## src/rtl/seg_pkg.sv

```systemverilog
// -----------------------------------------------------------------------------
// seg_pkg
// Shared definitions for the seven-segment display blocks (the display encoder
// and the seg_capture16 frame grabber).
//   - Segment bit positions within an active-low segment byte.
//   - 16-entry hex glyph table. Values are active-low segment bytes, indexed by
//     the hex digit they display; bit 7 is the decimal point.
//   - Capture state enum.
// -----------------------------------------------------------------------------
package seg_pkg;

    localparam int SEG_BIT_A  = 0;
    localparam int SEG_BIT_B  = 1;
    localparam int SEG_BIT_C  = 2;
    localparam int SEG_BIT_D  = 3;
    localparam int SEG_BIT_E  = 4;
    localparam int SEG_BIT_F  = 5;
    localparam int SEG_BIT_G  = 6;
    localparam int SEG_BIT_DP = 7;

    localparam int NUM_DIGITS = 4;

    // The packed concatenation lists the MSB first, so entry [0] is 8'hC0 ('0')
    // and entry [15] is 8'h8E ('F').
    localparam logic [15:0][7:0] SEG_HEX_TABLE = {
        8'h8E, 8'h86, 8'hA1, 8'hC6, 8'h83, 8'h88, 8'h90, 8'h80,
        8'hF8, 8'h82, 8'h92, 8'h99, 8'hB0, 8'hA4, 8'hF9, 8'hC0
    };

    typedef enum logic [1:0] {
        ST_IDLE    = 2'd0,  // no digit of the current frame captured yet
        ST_COLLECT = 2'd1,  // 1..3 digits captured
        ST_HOLD    = 2'd2   // output register occupied, waiting for out_ready
    } seg_state_t;

endpackage

```

## src/rtl/seg_pattern_decode.sv

```systemverilog
// -----------------------------------------------------------------------------
// seg_pattern_decode
// Purely combinational decoder from a 7-bit active-low segment pattern to a hex
// code. The decimal point is not part of the input.
// Ports:
//   pattern_i [6:0]  active-low segments g..a
//   code_o    [3:0]  matching hex digit, 0 when no glyph matches
//   err_o            high when the pattern matches no glyph in the table
// -----------------------------------------------------------------------------
module seg_pattern_decode
    import seg_pkg::*;
(
    input  logic [6:0] pattern_i,
    output logic [3:0] code_o,
    output logic       err_o
);

    always_comb begin
        code_o = 4'd0;
        err_o  = 1'b1;
        for (int i = 0; i < 16; i++) begin
            if (pattern_i == SEG_HEX_TABLE[i][SEG_BIT_G:SEG_BIT_A]) begin
                code_o = 4'(i);
                err_o  = 1'b0;
            end
        end
    end

endmodule

```

## src/rtl/seg_capture16.sv

```systemverilog
// -----------------------------------------------------------------------------
// seg_capture16
// Captures a 4-digit multiplexed seven-segment display, as seen on its anode
// and segment pins, and turns it into 16-bit hex frames with a valid/ready
// handshake.
// Ports:
//   clk, rst        single clock, synchronous active-high reset
//   anode_n  [3:0]  active-low digit strobes (asynchronous)
//   seg_n    [7:0]  active-low segments, bit7 = dp (asynchronous)
//   out_value[15:0] decoded frame, digit i in [4i+3:4i]
//   out_err  [3:0]  per-digit unrecognised-pattern flag
//   out_valid / out_ready  frame handshake
//   overrun         sticky, a completed frame was dropped
//   out_dp   [3:0]  (only with SEG_CAPTURE_DP_EN) decimal points of the frame
// Parameters:
//   STABLE_CYCLES  (2..255)     identical samples needed to accept a digit
//   TIMEOUT_CYCLES (16..2^20)   idle cycles before a partial frame is dropped
// Build option: define SEG_CAPTURE_DP_EN to add out_dp and to make the dp bit
// part of the stability comparison.
// -----------------------------------------------------------------------------
module seg_capture16
    import seg_pkg::*;
#(
    parameter int STABLE_CYCLES  = 4,
    parameter int TIMEOUT_CYCLES = 65535
) (
    input  logic        clk,
    input  logic        rst,
    input  logic [3:0]  anode_n,
    input  logic [7:0]  seg_n,
    output logic [15:0] out_value,
    output logic [3:0]  out_err,
    output logic        out_valid,
    input  logic        out_ready,
    output logic        overrun
`ifdef SEG_CAPTURE_DP_EN
    ,
    output logic [3:0]  out_dp
`endif
);

    localparam logic [7:0] STAB_LAST = 8'(STABLE_CYCLES - 1);
    localparam logic [7:0] STAB_PRE  = 8'(STABLE_CYCLES - 2);
    localparam int         IDLE_W    = $clog2(TIMEOUT_CYCLES + 1);
    localparam logic [IDLE_W-1:0] IDLE_LAST = IDLE_W'(TIMEOUT_CYCLES - 1);
    localparam logic [IDLE_W-1:0] IDLE_ONE  = IDLE_W'(1);

    // Bits of the segment byte that must hold still for a digit to be accepted.
`ifdef SEG_CAPTURE_DP_EN
    localparam logic [7:0] CMP_MASK = 8'hFF;
`else
    localparam logic [7:0] CMP_MASK = 8'h7F;
`endif

    logic [3:0]        anode_s1_q, anode_s2_q;
    logic [7:0]        seg_s1_q, seg_s2_q;
    logic [3:0]        prev_anode_q;
    logic [7:0]        prev_seg_q;
    logic [7:0]        stab_q, stab_d;
    logic [IDLE_W-1:0] idle_q, idle_d;
    logic [3:0]        mask_q, mask_d;
    logic [15:0]       frame_q, frame_d;
    logic [3:0]        ferr_q, ferr_d;
    logic [3:0]        fdp_q, fdp_d;
    seg_state_t        state_q;

    logic [3:0] act;
    logic       cand;
    logic       same;
    logic [1:0] dig_idx;
    logic [3:0] dig_oh;
    logic       capture;
    logic       complete;
    logic       timeout;
    logic [3:0] mask_set;
    logic [3:0] dec_code;
    logic       dec_err;

    seg_pattern_decode u_decode (
        .pattern_i (seg_s2_q[SEG_BIT_G:SEG_BIT_A]),
        .code_o    (dec_code),
        .err_o     (dec_err)
    );

    always_comb begin
        act  = ~anode_s2_q;
        // Exactly one strobe active: non-zero and a power of two.
        cand = (act != 4'd0) && ((act & (act - 4'd1)) == 4'd0);
        same = (anode_s2_q == prev_anode_q) &&
               ((seg_s2_q & CMP_MASK) == (prev_seg_q & CMP_MASK));

        dig_idx = 2'd0;
        for (int i = 0; i < NUM_DIGITS; i++) begin
            if (act[i]) begin
                dig_idx = 2'(i);
            end
        end
        dig_oh = 4'b0001 << dig_idx;

        // The counter saturates at STAB_LAST so a long hold captures only once.
        stab_d = stab_q;
        if (!cand || !same) begin
            stab_d = 8'd0;
        end else if (stab_q != STAB_LAST) begin
            stab_d = stab_q + 8'd1;
        end

        capture  = cand && same && (stab_q == STAB_PRE) && !mask_q[dig_idx];
        mask_set = capture ? (mask_q | dig_oh) : mask_q;
        complete = capture && (mask_set == 4'hF);
        timeout  = !capture && (mask_q != 4'd0) && (idle_q == IDLE_LAST);

        mask_d = (complete || timeout) ? 4'd0 : mask_set;

        idle_d = idle_q + IDLE_ONE;
        if (capture || timeout || (mask_q == 4'd0)) begin
            idle_d = '0;
        end

        // Staging for the frame in progress; every nibble is rewritten before
        // a frame completes, so it never needs clearing.
        frame_d = frame_q;
        ferr_d  = ferr_q;
        fdp_d   = fdp_q;
        if (capture) begin
            frame_d[{dig_idx, 2'b00} +: 4] = dec_err ? 4'd0 : dec_code;
            ferr_d[dig_idx]                = dec_err;
            fdp_d[dig_idx]                 = ~seg_s2_q[SEG_BIT_DP];
        end
    end

    always_ff @(posedge clk) begin
        frame_q <= frame_d;
        ferr_q  <= ferr_d;
        fdp_q   <= fdp_d;
    end

    always_ff @(posedge clk) begin
        if (rst) begin
            anode_s1_q   <= 4'd0;
            anode_s2_q   <= 4'd0;
            seg_s1_q     <= 8'd0;
            seg_s2_q     <= 8'd0;
            prev_anode_q <= 4'd0;
            prev_seg_q   <= 8'd0;
            stab_q       <= 8'd0;
            idle_q       <= '0;
            mask_q       <= 4'd0;
            state_q      <= ST_IDLE;
            out_value    <= 16'd0;
            out_err      <= 4'd0;
            out_valid    <= 1'b0;
            overrun      <= 1'b0;
`ifdef SEG_CAPTURE_DP_EN
            out_dp       <= 4'd0;
`endif
        end else begin
            anode_s1_q   <= anode_n;
            anode_s2_q   <= anode_s1_q;
            seg_s1_q     <= seg_n;
            seg_s2_q     <= seg_s1_q;
            prev_anode_q <= anode_s2_q;
            prev_seg_q   <= seg_s2_q;
            stab_q       <= stab_d;
            idle_q       <= idle_d;
            mask_q       <= mask_d;

            case (state_q)
                ST_IDLE, ST_COLLECT: begin
                    if (complete) begin
                        out_value <= frame_d;
                        out_err   <= ferr_d;
`ifdef SEG_CAPTURE_DP_EN
                        out_dp    <= fdp_d;
`endif
                        out_valid <= 1'b1;
                        state_q   <= ST_HOLD;
                    end else begin
                        state_q <= (mask_d != 4'd0) ? ST_COLLECT : ST_IDLE;
                    end
                end
                ST_HOLD: begin
                    if (out_ready) begin
                        if (complete) begin
                            // Handshake and completion together: the new
                            // frame replaces the accepted one seamlessly.
                            out_value <= frame_d;
                            out_err   <= ferr_d;
`ifdef SEG_CAPTURE_DP_EN
                            out_dp    <= fdp_d;
`endif
                        end else begin
                            out_valid <= 1'b0;
                            state_q   <= (mask_d != 4'd0) ? ST_COLLECT : ST_IDLE;
                        end
                    end else if (complete) begin
                        overrun <= 1'b1;
                    end
                end
                default: begin
                    out_valid <= 1'b0;
                    state_q   <= ST_IDLE;
                end
            endcase
        end
    end

endmodule

```

## config.mk

```make
export PLATFORM = sky130hd
export DESIGN_NAME = seg_capture16
export DESIGN_NICKNAME = d
export VERILOG_FILES = /design/src/rtl/seg_pkg.sv /design/src/rtl/seg_pattern_decode.sv /design/src/rtl/seg_capture16.sv
export SDC_FILE = /design/constraint.sdc
export NUM_CORES = 1
export LEC_CHECK = 0
export ABC_AREA = 1
export CAP_MARGIN = 20
export CORE_MARGIN = 4
export CORE_UTILIZATION = 35
export DETAILED_ROUTE_END_ITERATION = 8
export DONT_BUFFER_PORTS = 1
export PLACE_DENSITY = 0.52
export SLEW_MARGIN = 10
export SYNTH_ARGS = -nofsm -noshare
export SYNTH_HDL_FRONTEND = slang
export SYNTH_SLANG_ARGS = --single-unit
export TNS_END_PERCENT = 5
```

## constraint.sdc

```tcl
create_clock -name clk -period 3.99 [get_ports clk]
set_input_delay 0.5985 -clock clk [delete_from_list [all_inputs] [get_ports clk]]
set_output_delay 0.5985 -clock clk [all_outputs]
set_load 0.1 [all_outputs]
```

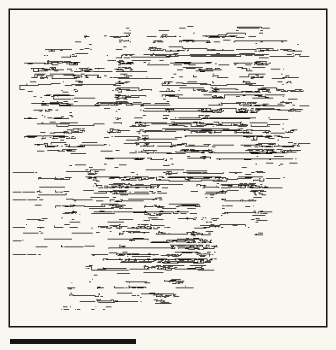
(images/m1.png)
Scale bar: 50 um.
The layer carries 4850 um of wire. The layer holds 48% of the routed length.
wire length reported by the detailed router: 10.06 mm
routed vias: 3989
met1 routing resource usage after global routing: 16.67%

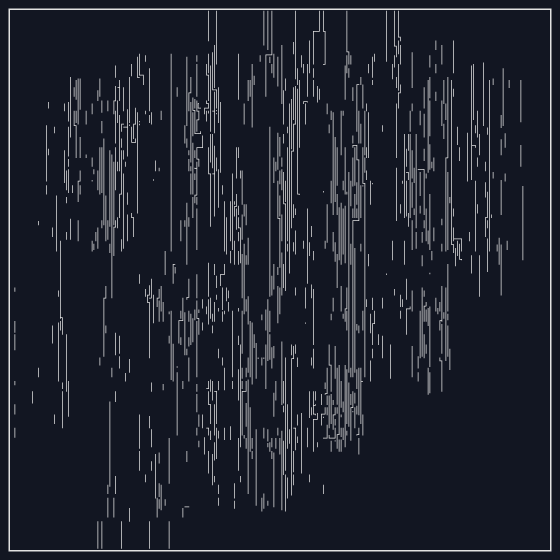
(images/m2.png)
The wires run mostly vertical. The layer carries 4620 um of wire. 535 nets have wire on it.

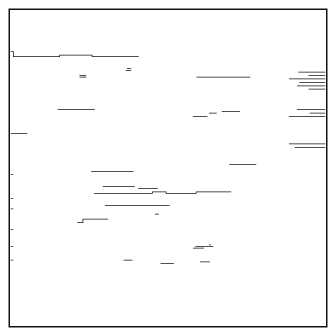
(images/m3.png)
The layer holds 4.0% of the routed length. The wires run mostly horizontal. The longest straight run is 25.3 um. 35 nets have wire on it. The layer carries 405 um of wire.
GR met3 Demand/Resource: 3.514%

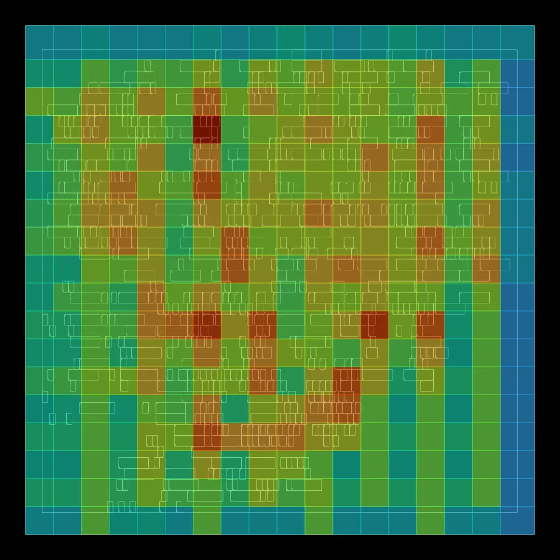
(images/congestion_map.png)
global-route layer with the greatest usage: met2
Overall Global Routing Usage: 13.23%
core occupancy in the finished layout: 39.46%
met2 Track Usage GR: 21.81%
routed wire length per instance: 11.74 um

[area by class of cell]
class	count	area share [%]
clock inverter	4	0.9702
inverter	83	5.916
sequential	105	39.75
tap	176	4.165
clock buffer	11	4.780
multi-input combinational	478	44.42
[cell usage after synthesis (all sizes together)]
cell      n
inv      82
xor2      9
ha       12
nor3b     8
o21ai    15
o21a      2
nor3     14
xnor2     3
clkbuf    8
nand3b    1
dfxtp   105
a31oi     3
nor4      3
a21oi    28
a211oi    1
nand3    35
o211ai    2
or2       3
nor2    128
buf       7
nand2   182
clkinv    1
nand4    29
[power breakdown]
group / switching [mW] / internal [mW]
Combinational: 0.0550 / 0.0267
Clock: 0.377 / 0.518
Sequential: 0.0107 / 1.06
Total: 0.443 / 1.61
[metrics by stage]
step                      cell area (um2)  instances
after floorplan                      4847        681
after global placement               4984        842
after detailed placement             4984        842
after CTS                            5288        857
after global routing                 5288        857
final                                5288        857
[worst max-delay path: cells and delay by family, from the launching register on]
kind,cells,cell delay [ns]
compound gates,1,0.08
flops,1,0.56
buf+inv,1,0.15
simple gates,13,1.72
[how the worst min path moves through the flow]
stage / endpoint / slack (ns) / startpoint
after detailed placement: anode_s2_q[2]$_SDFF_PP0_ / 0.39 / anode_s1_q[2]$_SDFF_PP0_
after global placement: seg_s2_q[0]$_SDFF_PP0_ / 0.39 / seg_s1_q[0]$_SDFF_PP0_
after floorplan: anode_s2_q[0]$_SDFF_PP0_ / 0.39 / anode_s1_q[0]$_SDFF_PP0_
after global routing: out_value[1]$_SDFFE_PP0P_ / 0.30 / rst
final: out_value[1]$_SDFFE_PP0P_ / 0.32 / rst
after CTS: out_value[1]$_SDFFE_PP0P_ / 0.30 / rst
==> summary.txt <==
Implementation numbers.

- Measured in cells, the most critical reg-to-reg path has a length of 15.
- The cell type that accounts for the most area after synthesis is sky130_fd_sc_hd__dfxtp_1.
- The met2 routed wirelength is 4.615 mm.
- Once detail routing completed, the nets flagged for antenna violations numbered 0.
- The minimum hold slack is 0.3216 ns.
- The final setup slack of the worst path is 1.361 ns.
- For reference, compound AND-OR and OR-AND cells occupy 5.705% of the area reported after synthesis.
- The synthesis log from Yosys contains 0 warnings.
- The arrival time of data at the critical path endpoint is 2.86 ns.
- CTS reports a maximum clock tree buffer depth of 2.
- The dominant kind of combinational cell is simple AND/OR/NAND/NOR gates.
- The flow ran to the end, and the final reports show no timing, DRC or antenna violations.
- The number of inserted diodes is 0.
- After Yosys synthesis, full adders, half adders and majority gates account for 3.098% of the synthesized area.
- The tally of buffers added on design ports is 0.
- The fraction of layout cells with a size suffix above 1 is 7.048%.
- The TritonCTS clock tree is done.
- Per the cell usage report, the commonest logic cells after layout are sky130_fd_sc_hd__nand2_1, sky130_fd_sc_hd__nor2_1, sky130_fd_sc_hd__dfxtp_1.
- For this configuration, the core starts out at a cell density of 36.17%.
- The final count of hold timing violations is 0.
- The sequential cells in the finished layout cover a total of 2102 um2.
- The final power report lists total power as 2.049 mW.
- The final weighted congestion recorded by global placement is 0.8288.
- The reported leakage power is 2.246 nW.
- The number of buffers added by the clock tree synthesis step is 9.
- The post-placement setup slack is 1.336 ns.
- The clock tree has to reach 105 sinks.
- Ranked by total cell area, the synthesized netlist is headed by sky130_fd_sc_hd__dfxtp_1, sky130_fd_sc_hd__nand2_1, sky130_fd_sc_hd__nor2_1, sky130_fd_sc_hd__inv_1, sky130_fd_sc_hd__nand4_1.
- Per the timing report, the achievable frequency comes out to 380.4 MHz.
- The via count normalized by instance count is 4.655.
- The number of pins with negative max-slew slack in the final report is 0.
- The number of DRC violations after detailed-routing iteration 0 is 162.
- The cell sequence reported for the critical path is nand2_4 -> clkinv_2 -> nand2_1 -> nand2_1 -> nand2_1 -> nor2_2 -> nand2_1 -> nor2_4 -> nand3_2 -> nand2_2 -> nand2_4 -> nor2_8 -> nand3_4 -> nand2_1 -> a21oi_1.
- The area added between synthesis and finish is 9.086%.
- The source of the critical timing path is anode_s2_q[3]$_SDFF_PP0_.
- In this run the maximum-capacitance check reported violations numbering 0.
- The count of unique library cells instantiated by Yosys is 38.
- The cell type with the highest occurrence count on the critical path is sky130_fd_sc_hd__nand2_1.
- The cell total in the yosys stat output is 681.
- The die outline area is 15800 um2.
- The number of hold buffers added after CTS was 0.
- Global routing finished with a remaining overflow of 0.
- After detailed routing, the number of remaining DRC violations is 0.
- The buffer type at the clock tree root is sky130_fd_sc_hd__clkbuf_16.
- The worst setup path is captured at a register.
- The post-layout net count is 704.
- The core footprint is 13400 um2.
- The power density relative to cell area is 387.5 nW/um2.
- The largest voltage drop on the vdd net is 0.0002861 V.
- In this run the critical register-to-register path is captured at out_value[9]$_SDFFE_PP0P_.
- The normalized max-slew margin is 34.50%.
- Across all stage logs, warnings added up to 36.
- In the final layout, the registers with the most flip-flops are frame_q x16, idle_q x16, out_value x16.
- The average cell area after synthesis is 7.118 um2.
- Per the finish-stage timing summary, setup violations number 0.
- Across all register-to-register paths, the minimum setup slack is 1.36 ns.
- Of the synthesized area, sequential elements account for 43.37%.
- The H-tree generated during clock tree synthesis spans 3 levels.
- In the final timing run, aggregate negative setup slack is 0 ns.
- The post-synth net total is 708.
- The largest fanout of any net on the critical path is 19.
- The post-synthesis chip area from yosys is 4847 um2.
- Per STA, the highest per-stage delay on the worst path measures 0.56 ns.
- According to the floorplan report, the die height is 125.7 um.
- The floorplan die width is 125.7 um.
- The most common cell after layout, fill and taps aside is sky130_fd_sc_hd__nand2_1.
- The via count of the first global-routing pass was 3809.
- Between clock sinks in the finished design, the worst skew comes to 0.009175 ns.
- The number of fillers in the final layout is 1408.
- Entering global routing, the biggest net connects 60 pins.
- The clock transition at the register clock pins on the worst setup and hold paths after CTS is 0.07 ns.
- Hold analysis shows the worst path with a depth of 1.
- The final timing report derives a shortest allowable period of 2.629 ns.
- The timing endpoint of the critical path is out_value[9]$_SDFFE_PP0P_.
- In this run the core area contains 42 standard-cell rows.
- The share of synthesized cell area in and, or, nand and nor gates is 37.48%.
- The number of instances in the synthesized netlist is 681.
- The data required time of the worst path is 4.22 ns.
Power and IR drop assume default switching activity.
